### I/O pins on the die edge

(6 px per um) Pins as bars across the die edge, other pins in gray.
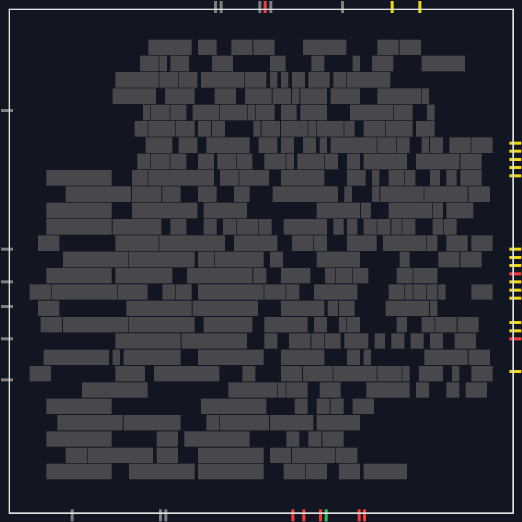
### Routed metal, one color a layer

(3 px per um) Two of the layers only.
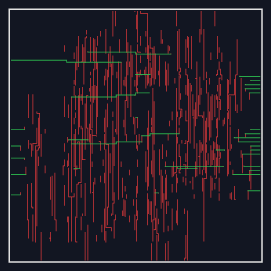
## src/rtl/stupid_toy_pkg.sv

```systemverilog
// Shared definitions for the stupid_toy sender/loader pair: the sender FSM state
// encoding and the default byte width both sides agree on.
package stupid_toy_pkg;

  typedef enum logic [1:0] {
    ST_IDLE  = 2'd0,
    ST_SETUP = 2'd1,
    ST_LOAD  = 2'd2,
    ST_GAP   = 2'd3
  } state_e;

  localparam int DEFAULT_WIDTH = 8;

endpackage

```

## src/rtl/stupid_toy_fifo.sv

```systemverilog
// Small synchronous FIFO. Pointers carry one extra wrap bit so that full and
// empty can be told apart without a separate occupancy counter.
module stupid_toy_fifo
  import stupid_toy_pkg::*;
#(
  parameter int WIDTH = DEFAULT_WIDTH,
  parameter int DEPTH = 4
) (
  input  logic             clk,
  input  logic             reset,
  input  logic             push_i,
  input  logic [WIDTH-1:0] data_i,
  input  logic             pop_i,
  output logic [WIDTH-1:0] head_o,
  output logic             full_o,
  output logic             empty_o,
  output logic             full_next_o
);

  localparam int AW = (DEPTH > 1) ? $clog2(DEPTH) : 1;

  logic [AW:0]      wr_ptr_q, wr_ptr_d;
  logic [AW:0]      rd_ptr_q, rd_ptr_d;
  logic [WIDTH-1:0] mem_q [DEPTH];
  logic             do_push, do_pop;

  function automatic logic is_full(input logic [AW:0] wr, input logic [AW:0] rd);
    return (wr[AW] != rd[AW]) && (wr[AW-1:0] == rd[AW-1:0]);
  endfunction

  assign empty_o     = (wr_ptr_q == rd_ptr_q);
  assign full_o      = is_full(wr_ptr_q, rd_ptr_q);
  assign do_push     = push_i && !full_o;
  assign do_pop      = pop_i && !empty_o;
  assign wr_ptr_d    = wr_ptr_q + {{AW{1'b0}}, do_push};
  assign rd_ptr_d    = rd_ptr_q + {{AW{1'b0}}, do_pop};
  assign full_next_o = is_full(wr_ptr_d, rd_ptr_d);
  assign head_o      = mem_q[rd_ptr_q[AW-1:0]];

  always_ff @(posedge clk) begin
    if (reset) begin
      wr_ptr_q <= '0;
      rd_ptr_q <= '0;
    end else begin
      wr_ptr_q <= wr_ptr_d;
      rd_ptr_q <= rd_ptr_d;
    end
  end

  // Storage carries no reset; the pointers alone define what is valid.
  always_ff @(posedge clk) begin
    if (do_push) begin
      mem_q[wr_ptr_q[AW-1:0]] <= data_i;
    end
  end

endmodule

```

## src/rtl/stupid_toy_sender.sv

```systemverilog
// Byte sender for stupid_toy_loader: buffers upstream bytes, presents each one on
// data a cycle ahead of a single-cycle load_enable strobe, then idles GAP cycles.
module stupid_toy_sender
  import stupid_toy_pkg::*;
#(
  parameter int WIDTH = DEFAULT_WIDTH,
  parameter int DEPTH = 4,
  parameter int GAP   = 1,
  parameter int CNT_W = 16
) (
  input  logic             clk,
  input  logic             reset,
  input  logic             in_valid,
  input  logic [WIDTH-1:0] in_data,
  output logic             in_ready,
  input  logic             hold,
  output logic [WIDTH-1:0] data,
  output logic             load_enable,
  output logic             busy,
  output logic [CNT_W-1:0] sent_count
);

  localparam int GAP_W = (GAP > 1) ? $clog2(GAP) : 1;
  localparam logic [GAP_W-1:0] GAP_LOAD = (GAP > 0) ? GAP_W'(GAP - 1) : '0;

  logic [WIDTH-1:0] fifo_head;
  logic             fifo_full, fifo_empty, fifo_full_next;
  logic             fifo_push, fifo_pop;
  logic             can_pop;

  state_e           state_q, state_d;
  logic [WIDTH-1:0] data_q, data_d;
  logic             le_q, le_d;
  logic [GAP_W-1:0] gap_q, gap_d;
  logic [CNT_W-1:0] cnt_q, cnt_d;
  logic             in_ready_q;

  stupid_toy_fifo #(
    .WIDTH(WIDTH),
    .DEPTH(DEPTH)
  ) u_fifo (
    .clk        (clk),
    .reset      (reset),
    .push_i     (fifo_push),
    .data_i     (in_data),
    .pop_i      (fifo_pop),
    .head_o     (fifo_head),
    .full_o     (fifo_full),
    .empty_o    (fifo_empty),
    .full_next_o(fifo_full_next)
  );

  // in_ready is a flop mirroring !full, so a pop on the same edge never frees a slot early.
  assign fifo_push = in_valid && in_ready_q && !fifo_full;
  assign can_pop   = !fifo_empty && !hold;

  always_comb begin
    state_d  = state_q;
    data_d   = data_q;
    le_d     = 1'b0;
    gap_d    = gap_q;
    cnt_d    = cnt_q;
    fifo_pop = 1'b0;
    case (state_q)
      ST_IDLE: begin
        if (can_pop) begin
          fifo_pop = 1'b1;
          data_d   = fifo_head;
          state_d  = ST_SETUP;
        end
      end
      ST_SETUP: begin
        le_d    = 1'b1;
        state_d = ST_LOAD;
      end
      ST_LOAD: begin
        cnt_d = cnt_q + CNT_W'(1);
        if (GAP > 0) begin
          gap_d   = GAP_LOAD;
          state_d = ST_GAP;
        end else if (can_pop) begin
          fifo_pop = 1'b1;
          data_d   = fifo_head;
          state_d  = ST_SETUP;
        end else begin
          state_d = ST_IDLE;
        end
      end
      ST_GAP: begin
        if (gap_q != '0) begin
          gap_d = gap_q - GAP_W'(1);
        end else if (can_pop) begin
          fifo_pop = 1'b1;
          data_d   = fifo_head;
          state_d  = ST_SETUP;
        end else begin
          state_d = ST_IDLE;
        end
      end
      default: state_d = ST_IDLE;
    endcase
  end

  always_ff @(posedge clk) begin
    if (reset) begin
      state_q    <= ST_IDLE;
      data_q     <= '0;
      le_q       <= 1'b0;
      gap_q      <= '0;
      cnt_q      <= '0;
      in_ready_q <= 1'b0;
    end else begin
      state_q    <= state_d;
      data_q     <= data_d;
      le_q       <= le_d;
      gap_q      <= gap_d;
      cnt_q      <= cnt_d;
      in_ready_q <= !fifo_full_next;
    end
  end

  assign in_ready    = in_ready_q;
  assign data        = data_q;
  assign load_enable = le_q;
  assign busy        = (state_q != ST_IDLE);
  assign sent_count  = cnt_q;

endmodule

```

## config.mk

```make
export PLATFORM = sky130hd
export DESIGN_NAME = stupid_toy_sender
export DESIGN_NICKNAME = d
export VERILOG_FILES = /design/src/rtl/stupid_toy_pkg.sv /design/src/rtl/stupid_toy_fifo.sv /design/src/rtl/stupid_toy_sender.sv
export SDC_FILE = /design/constraint.sdc
export NUM_CORES = 1
export LEC_CHECK = 0
export CORE_MARGIN = 3
export CORE_UTILIZATION = 48
export CTS_CLUSTER_DIAMETER = 30
export DETAILED_ROUTE_END_ITERATION = 10
export GPL_ROUTABILITY_DRIVEN = 0
export PLACE_DENSITY = 0.76
export SLEW_MARGIN = 0
export SYNTH_ARGS = -nofsm -noshare
export SYNTH_HDL_FRONTEND = slang
export SYNTH_SLANG_ARGS = --single-unit
```

## constraint.sdc

```tcl
create_clock -name clk -period 2.3 [get_ports clk]
set_input_delay 0.69 -clock clk [delete_from_list [all_inputs] [get_ports clk]]
set_output_delay 0.69 -clock clk [all_outputs]
set_load 0.01 [all_outputs]
```

==> results.txt <==
yosys + openroad results -> run status complete, no violations, area fraction in full adders, half adders and majority gates roughly 4.3%, worst max-slew margin expressed relative to the limit 71.3%, die span in x 83.7 um, share of final layout cell area taken by non-clock buffers 13.3%, buffers inserted by post-CTS timing repair 0, Layout Cells excl Fill about 350, prevailing logic family in the synthesized netlist simple AND/OR/NAND/NOR gates, first-pass GRT wire length 8710 um, VDD IR max around 0.00057 V, data required time of the critical path 1.61 ns, leakage power 1.36 nW, Worst Hold Margin between 0.4 and 0.5 ns, Comb gate area 0.00118 sq mm, yosys stat chip area 0.00290 sq mm, worst setup path endpoint busy, Seq/total area 45.5%, sequential cell area 0.00164 sq mm, placement-stage worst setup slack 0.00654 ns, post-synthesis cell area 0.00290 sq mm, origin of the critical flop-to-flop path state_q[0], CP Launch Point state_q[0], AND-OR/OR-AND share of the synthesized area 4.75%, Std-Cell Rows 27, violation count after the first detailed-routing iteration between 80 and 90, final worst clock skew 0.00999 ns, clock-pin slew on the worst setup and hold paths 0.07 ns, launching element type of the critical path flip-flop, antenna cell count 0, fraction of registers with async set/reset 0%, antenna violations before repair 0, fraction of met3 tracks used by global routing under 10%, total half-perimeter wirelength after legalization and detailed placement between 3000 and 4000 um, internal cell power roughly 0.0022 W, fraction of standard cell area in multi-input logic 32.6%, layout filler cell count 438, critical path cell sequence inv_1, ha_1, inv_1, dlygate4sd2_1, number of different library cells in the post-synthesis netlist 39, clock network area share just under 6%, minimum setup slack in the final design between 0.15 and 0.2 ns, via-per-instance ratio 5.31, Most common reg cell dfxtp_1, destination of the worst hold path data[1], I/O pin cnt 39, Post-layout nets 295, number of buffers on the longest clock path 2, Worst Hold Depth 2, post-CTS resize count 1, post-layout period usage of the worst path a little over 90%, utilization of the core after routing 63.6%, GR peak layer met2, power share of the sequential group between 40% and 50%, area share, top type 33.1%, area leader, netlist edfxtp_1, pin count of the biggest net entering global routing roughly 48, start-to-end type of the worst setup path reg2out, cell type of the slowest stage on the worst timing path dfxtp_1, XOR/XNOR Area Share under 10%, layout cell share with drive strength beyond 1 12.9%, number of warnings printed during yosys synthesis 0, inserted tap cell count 72, top cells by area in the synthesized netlist edfxtp_1 33%, dfxtp_1 23%, ha_1 4.3%, nand2b_1 4.1%, mux4_2 3.9%, chip area 0.00701 sq mm, number of global-route vias before repair 1,854
Back to the opening pictures, 'I/O pins on the die edge':
color	port	pins	direction	edge
green	`reset`	1	input	bottom
yellow	`sent_count`	16	output	14 right, 2 top
red	`data`	8	output	5 bottom, 2 right, 1 top
all pins by edge	16 right, 9 bottom, 8 top, 6 left

Back to the opening pictures, 'Routed metal, one color a layer':
color	layer	wire length
red	met2	2,640 um
green	met3	273 um
total routing usage reported by global routing: 15.8%
detail-routed net length per standard cell: 15.1 um
detailed-route wire length: 5280 um

-- power by group through the flow --
| stage | sequential (W) | clock [W] | combinational, W |
|---|---|---|---|
| 6_report | 0.00135 | 0.00104 | 0.000593 |
| 5_1_grt | 0.00136 | 0.00112 | 0.000643 |
| 4_1_cts | 0.00135 | 0.00106 | 0.000598 |
| 3_5_place_dp | 0.00137 | 0 | 0.000604 |
| 3_3_place_gp | 0.00137 | 0 | 0.000593 |
| 2_1_floorplan | 0.00138 | 0 | 0.000399 |
-- layer usage --
metal | share of wire (%) | wire length, um | up-vias
li1 | - | - | 930
met1 | 44 | 2320 | 881
met2 | 50 | 2640 | 43
met3 | 5.2 | 272 | 6
met4 | 0.87 | 46 | 0
met5 | 0 | 0 | -
Power and IR drop assume default switching activity.
